==> run_1/met1.png <==
Bar = 50 µm. Supply wires on this layer in gray.
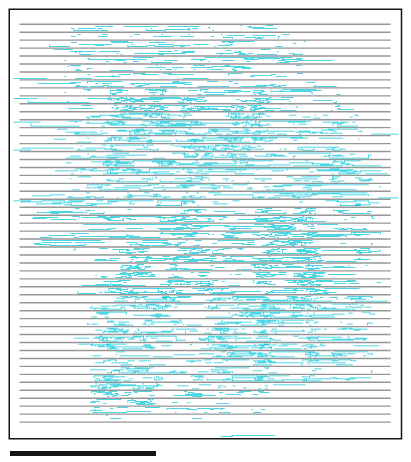
==> run_1/met2.png <==
Cells faint in the background.
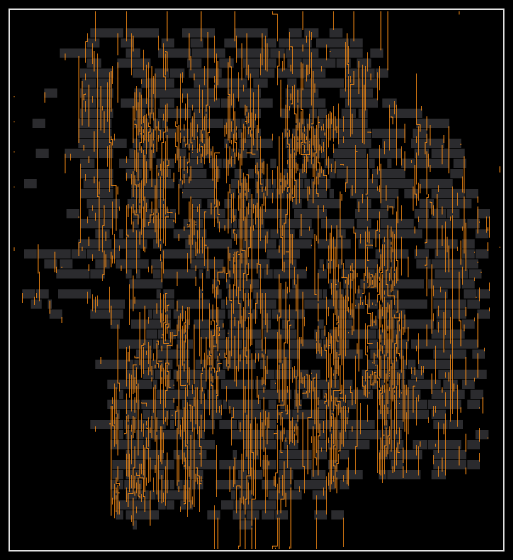
==> run_1/met3.png <==
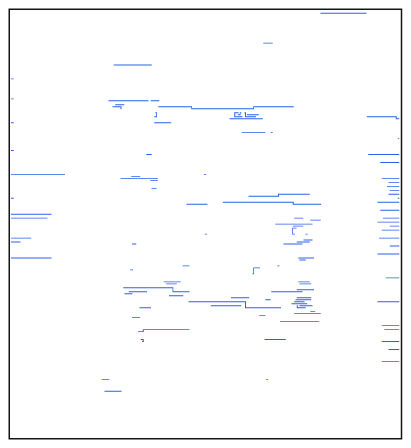
==> run_1/met4.png <==
Supply wires on this layer in gray.
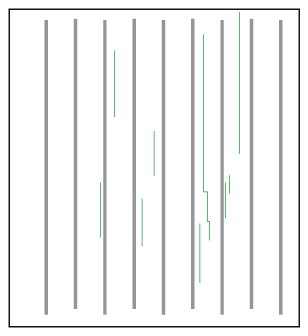
## config.mk

```make
export PLATFORM = sky130hd
export DESIGN_NAME = pulse_meter
export DESIGN_NICKNAME = d
export VERILOG_FILES = /design/src/rtl/pulse_meter_pkg.sv /design/src/rtl/pulse_edge_sync.sv /design/src/rtl/pulse_meter.sv
export SDC_FILE = /design/constraint.sdc
export NUM_CORES = 1
export LEC_CHECK = 0
export CORE_ASPECT_RATIO = 1.1
export CORE_MARGIN = 3
export CORE_UTILIZATION = 45
export CTS_CLUSTER_DIAMETER = 80
export DETAILED_ROUTE_END_ITERATION = 8
export GPL_ROUTABILITY_DRIVEN = 0
export PLACE_DENSITY = 0.72
export SLEW_MARGIN = 20
export SYNTH_ARGS = -nofsm -noshare
export SYNTH_HDL_FRONTEND = slang
export SYNTH_HIERARCHICAL = 1
export SYNTH_SLANG_ARGS = --single-unit
export TNS_END_PERCENT = 30
```

## constraint.sdc

```tcl
create_clock -name CLK -period 14.7 [get_ports CLK]
set_input_delay 2.205 -clock CLK [delete_from_list [all_inputs] [get_ports CLK]]
set_output_delay 2.205 -clock CLK [all_outputs]
set_load 0.005 [all_outputs]
```

## src/rtl/pulse_meter_pkg.sv

```systemverilog
// Shared types and default sizing for the pulse_meter block.
// Default counter width, timeout length, and minimum high time used by the glitch filter.
package pulse_meter_pkg;

    localparam int DEF_CNT_W   = 26;
    localparam int DEF_TMO_CYC = 32000000;
    localparam int DEF_MIN_W   = 4;

    typedef enum logic [1:0] {
        IDLE = 2'd0,
        HIGH = 2'd1,
        LOW  = 2'd2
    } state_t;

endpackage

```

## src/rtl/pulse_edge_sync.sv

```systemverilog
// Purpose: brings an asynchronous pulse input into CLK and emits single-cycle RISE/FALL strobes.
// Latency: a strobe is produced 3 CLK after the input edge (2 synchronizer flops, then a registered compare).
// Backpressure: none; this is a free-running detector.
module pulse_edge_sync (
    input  logic CLK,
    input  logic RST,
    input  logic ASYNC_IN,
    output logic RISE,
    output logic FALL
);

    logic meta_q;
    logic sync_q;
    logic prev_q;

    always_ff @(posedge CLK or posedge RST) begin
        if (RST) begin
            meta_q <= 1'b0;
            sync_q <= 1'b0;
            prev_q <= 1'b0;
            RISE   <= 1'b0;
            FALL   <= 1'b0;
        end else begin
            meta_q <= ASYNC_IN;
            sync_q <= meta_q;
            prev_q <= sync_q;
            RISE   <= sync_q & ~prev_q;
            FALL   <= ~sync_q & prev_q;
        end
    end

endmodule

```

## src/rtl/pulse_meter.sv

```systemverilog
// Purpose: measures high time and rise-to-rise period of PULSE_IN; PULSE_METER_GLITCH_FILTER_EN drops short highs.
// Latency: a result is presented with VALID 4 CLK after the input rise that completes it.
// Backpressure: VALID is held until ACK; a result completing while held and unacknowledged is dropped with MISS.
module pulse_meter
    import pulse_meter_pkg::*;
#(
    parameter int CNT_W   = DEF_CNT_W,
    parameter int TMO_CYC = DEF_TMO_CYC,
    parameter int MIN_W   = DEF_MIN_W
) (
    input  logic             CLK,
    input  logic             RST,
    input  logic             PULSE_IN,
    output logic [CNT_W-1:0] WIDTH,
    output logic [CNT_W-1:0] PERIOD,
    output logic             VALID,
    input  logic             ACK,
    output logic             OVERFLOW,
    output logic             TMO,
    output logic             MISS
);

    localparam int TMO_W  = $clog2(TMO_CYC + 1);
    localparam int PEND_W = $clog2(MIN_W + 2);

    localparam logic [CNT_W-1:0]  CNT_MAX   = {CNT_W{1'b1}};
    localparam logic [CNT_W-1:0]  CNT_ONE   = {{(CNT_W-1){1'b0}}, 1'b1};
    localparam logic [CNT_W-1:0]  CNT_MIN   = CNT_W'(MIN_W);
    localparam logic [TMO_W-1:0]  TMO_LAST  = TMO_W'(TMO_CYC - 1);
    localparam logic [TMO_W-1:0]  TMO_ONE   = TMO_W'(1);
    localparam logic [PEND_W-1:0] PEND_ONE  = PEND_W'(1);
    localparam logic [PEND_W-1:0] PEND_LAST = PEND_W'(MIN_W - 1);

`ifdef PULSE_METER_GLITCH_FILTER_EN
    localparam bit FILT = (MIN_W > 1);
`else
    localparam bit FILT = 1'b0;
`endif

    function automatic logic [CNT_W-1:0] sat_inc(input logic [CNT_W-1:0] v);
        return (v == CNT_MAX) ? v : v + CNT_ONE;
    endfunction

    logic             rise;
    logic             fall;
    state_t           state;
    logic [CNT_W-1:0] wid_cnt;
    logic [CNT_W-1:0] per_cnt;
    logic [CNT_W-1:0] wid_lat;
    logic             wid_ovf;
    logic             per_ovf;
    logic             wid_ovf_lat;
    logic [TMO_W-1:0] tmo_cnt;
    logic             timeout;

    logic              pend;
    logic [PEND_W-1:0] pend_cnt;
    logic [CNT_W-1:0]  cand_p;
    logic              cand_ovf;

    logic             start;
    logic [CNT_W-1:0] start_cnt;
    logic             done;
    logic [CNT_W-1:0] done_p;
    logic             done_po;

    pulse_edge_sync u_edge_sync (
        .CLK      (CLK),
        .RST      (RST),
        .ASYNC_IN (PULSE_IN),
        .RISE     (rise),
        .FALL     (fall)
    );

    // With the filter, a high phase only starts once it has lasted MIN_W cycles;
    // the period snapshot is taken at the rise so the result is still rise-to-rise.
    assign start     = FILT ? (pend && !fall && (pend_cnt == PEND_LAST))
                            : (rise && (state != HIGH));
    assign start_cnt = FILT ? CNT_MIN : CNT_ONE;
    assign done_p    = FILT ? cand_p : per_cnt;
    assign done_po   = (FILT ? cand_ovf : per_ovf) | wid_ovf_lat;
    assign done      = start && (state == LOW);
    assign timeout   = (state != IDLE) && !rise && !fall && (tmo_cnt == TMO_LAST);

    always_ff @(posedge CLK or posedge RST) begin
        if (RST) begin
            pend     <= 1'b0;
            pend_cnt <= '0;
            cand_p   <= '0;
            cand_ovf <= 1'b0;
        end else if (pend) begin
            if (fall || start) begin
                pend <= 1'b0;
            end
            pend_cnt <= pend_cnt + PEND_ONE;
        end else if (rise && (state != HIGH)) begin
            pend     <= 1'b1;
            pend_cnt <= PEND_ONE;
            cand_p   <= per_cnt;
            cand_ovf <= per_ovf;
        end
    end

    always_ff @(posedge CLK or posedge RST) begin
        if (RST) begin
            state       <= IDLE;
            wid_cnt     <= '0;
            per_cnt     <= '0;
            wid_lat     <= '0;
            wid_ovf     <= 1'b0;
            per_ovf     <= 1'b0;
            wid_ovf_lat <= 1'b0;
            tmo_cnt     <= '0;
            TMO         <= 1'b0;
        end else begin
            TMO <= timeout;
            if ((state == IDLE) || rise || fall) begin
                tmo_cnt <= '0;
            end else if (!timeout) begin
                tmo_cnt <= tmo_cnt + TMO_ONE;
            end

            if (timeout) begin
                state <= IDLE;
            end else begin
                case (state)
                    IDLE: begin
                        if (start) begin
                            state   <= HIGH;
                            wid_cnt <= start_cnt;
                            per_cnt <= start_cnt;
                            wid_ovf <= 1'b0;
                            per_ovf <= 1'b0;
                        end
                    end
                    HIGH: begin
                        per_cnt <= sat_inc(per_cnt);
                        per_ovf <= per_ovf | (per_cnt == CNT_MAX);
                        if (fall) begin
                            wid_lat     <= wid_cnt;
                            wid_ovf_lat <= wid_ovf;
                            state       <= LOW;
                        end else begin
                            wid_cnt <= sat_inc(wid_cnt);
                            wid_ovf <= wid_ovf | (wid_cnt == CNT_MAX);
                        end
                    end
                    LOW: begin
                        if (start) begin
                            state   <= HIGH;
                            wid_cnt <= start_cnt;
                            per_cnt <= start_cnt;
                            wid_ovf <= 1'b0;
                            per_ovf <= 1'b0;
                        end else begin
                            per_cnt <= sat_inc(per_cnt);
                            per_ovf <= per_ovf | (per_cnt == CNT_MAX);
                        end
                    end
                    default: state <= IDLE;
                endcase
            end
        end
    end

    // Result holding register: a fresh result may replace the held one only when it is being acknowledged.
    always_ff @(posedge CLK or posedge RST) begin
        if (RST) begin
            WIDTH    <= '0;
            PERIOD   <= '0;
            OVERFLOW <= 1'b0;
            VALID    <= 1'b0;
            MISS     <= 1'b0;
        end else begin
            MISS <= 1'b0;
            if (done && (!VALID || ACK)) begin
                WIDTH    <= wid_lat;
                PERIOD   <= done_p;
                OVERFLOW <= done_po;
                VALID    <= 1'b1;
            end else if (done) begin
                MISS <= 1'b1;
            end else if (VALID && ACK) begin
                VALID <= 1'b0;
            end
        end
    end

endmodule

```

==> results_slide.txt, run 1 <==
Key Metrics from the Run

Place
  • Placed cell count: 974
  • Area of placed instances: 8800 µm²

Cells and area
  • Area growth from synthesis to final layout: 16.4%
  • Cell group occupying the most layout area: flip-flops and latches
  • Post-Layout Cell Count: 1003
  • Post-layout nets: 770
  • Number of flip-flops and latches: 169
  • Buffers, non-clock: 65
  • Flop area: 4230 µm²

Die
  • Core Density at Floorplan: 0.466
  • Chip area: 19500 µm²
  • Die height: 146 µm

Power
  • Switching Power: 321 µW
  • Power dissipated in sequential cells: 508 µW
  • Leading power group: sequential cells
  • Total power consumption of the routed design: 1.13 mW
  • Power in the clock group: 430 µW
  • Cell Pwr Density: 121 nW/µm²

Synthesis
  • Post-synthesis adder-cell area fraction: 0.0109
  • Total nets after synthesis: 727
  • Average cell area after synthesis: 11.2 µm²
  • Commonest cells post-synth: dfrtp_1 (169), mux2_2 (79), nand2_1 (50)
  • Dominant kind of combinational cell: simple AND/OR/NAND/NOR gates

Routing
  • Avg WL per Cell: 16.8 µm
  • Met3 layer wire length in the routed design: 697 µm
  • Met1 routed wirelength after detailed routing: 7720 µm
  • Wire length reported by the detailed router: 16800 µm

Global route
  • GR Util met3: 0.0414
  • Number of global-route vias before repair: 5940
  • Highest-utilization routing layer at the global route stage: met2
  • GRT met2 Usage: 0.289

Clock tree
  • Number of CTS-inserted buffers: 17
  • CTS sink cnt: 169
  • Number of hold buffers added after CTS: 0
  • Clock latency at the later pin of the worst-skew pair: 0.43 ns
  • Clk pin slew, worst setup/hold paths: 0.06 ns
  • Root Buffer: clkbuf_16

Timing
  • Final worst-path cycle share: 0.249
  • Crit path setup slack, layout: 11.03 ns
  • Number of endpoints with negative hold slack in the final report: 0

Setup path
  • Crit start category: input pin
  • R2r setup slk: 11.73 ns
  • Ordered list of cells on the worst path: clkdlybuf4s50_1 > nand2b_1 > and3_2 > buf_4 > mux2_2
  • Count of buffer and inverter cells on the critical path: 2
  • Top Family by Delay on Critical Path: buffers and inverters
  • Critical Path AT: 3.98 ns

Status
  • Status: finished clean
## Picture notes: met1.png
wire length on this layer: 7720 µm
share of all routed wire: 46%
nets with wire on the layer: 695
longest straight run: 40.5 µm
main direction: horizontal

## Picture notes: met2.png
longest straight run: 53.7 µm
wire length on this layer: 8090 µm
nets with wire on the layer: 681
share of all routed wire: 48%

## Picture notes: met3.png
nets with wire on the layer: 88
wire length on this layer: 698 µm
longest straight run: 23.9 µm
main direction: horizontal

## Picture notes: met4.png
share of all routed wire: 1.9%
wire length on this layer: 313 µm
nets with wire on the layer: 7
longest straight run: 72.9 µm
main direction: vertical

==> run_1/final_congestion.png <==
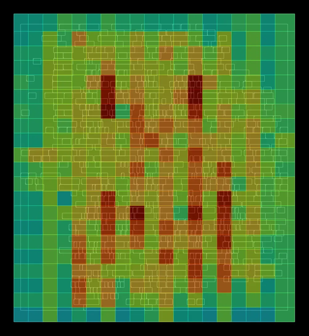

==> run 2: changes to the inputs <==
--- a/config.mk
+++ b/config.mk
@@ -11,7 +11,7 @@
 export CTS_CLUSTER_DIAMETER = 80
 export DETAILED_ROUTE_END_ITERATION = 8
 export GPL_ROUTABILITY_DRIVEN = 0
-export PLACE_DENSITY = 0.72
+export PLACE_DENSITY = 0.74
 export SLEW_MARGIN = 20
 export SYNTH_ARGS = -nofsm -noshare
 export SYNTH_HDL_FRONTEND = slang
==> constraint.sdc (replaced) <==
create_clock -name CLK -period 3 [get_ports CLK]
set_input_delay 0.45 -clock CLK [delete_from_list [all_inputs] [get_ports CLK]]
set_output_delay 0.45 -clock CLK [all_outputs]
set_load 0.005 [all_outputs]
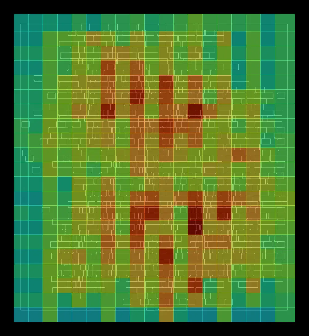
(run_2/final_congestion.png)
highest-utilization routing layer at the global route stage: met2
GRT met2 Usage: 0.278

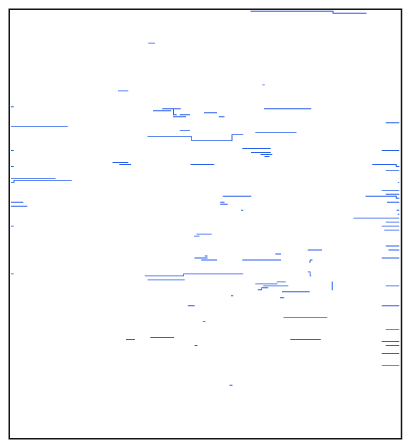
(run_2/met3.png)
share of all routed wire: 3.4%
main direction: horizontal
wire length on this layer: 553 µm
nets with wire on the layer: 67
longest straight run: 28.1 µm

==> run 2 against run 1 <==
- total power grew to 5.1 times the previous value
- clock power grew to 5.4 times the previous value
- wire length shrank 2.2%
- area after synthesis is the same
- combinational power grew to 5.2 times the previous value
- critical path depth grew 3
- sequential share of layout area shrank 0.83 points
- non-clock buffer count grew 12
- register-to-register slack lost 11 ns
- largest power group unchanged
==> results_slide.txt, run 2 <==
Key Metrics from the Run

Clock tree
  • Root Buffer: clkbuf_16
  • Clock latency at the later pin of the worst-skew pair: 0.43 ns
  • Number of hold buffers added after CTS: 0

Routing
  • Wire length reported by the detailed router: 16400 µm
  • Avg WL per Cell: 16.2 µm
  • Met3 layer wire length in the routed design: 552 µm

Status
  • Status: finished clean

Timing
  • Final worst-path cycle share: 0.822
  • Number of endpoints with negative hold slack in the final report: 0

Synthesis
  • Dominant kind of combinational cell: simple AND/OR/NAND/NOR gates
  • Post-synthesis adder-cell area fraction: 0.0109

Power
  • Power in the clock group: 2.33 mW
  • Switching Power: 1.64 mW
  • Power dissipated in sequential cells: 2.49 mW

Setup path
  • Critical Path AT: 2.81 ns
  • Crit start category: flip-flop
  • Count of buffer and inverter cells on the critical path: 2

Cells and area
  • Post-layout nets: 782
  • Post-Layout Cell Count: 1018
  • Number of flip-flops and latches: 169

Die
  • Core Density at Floorplan: 0.466

Global route
  • GR Util met3: 0.0389
  • Number of global-route vias before repair: 5830

Place
  • Area of placed instances: 8920 µm²
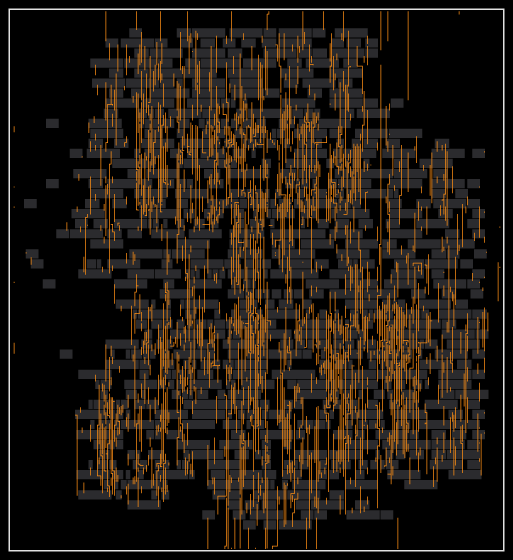
(run_2/met2.png)
Cells faint in the background.
wire length on this layer: 7770 µm
nets with wire on the layer: 677

No activity file was given, so power comes from the tool's default toggle rates.
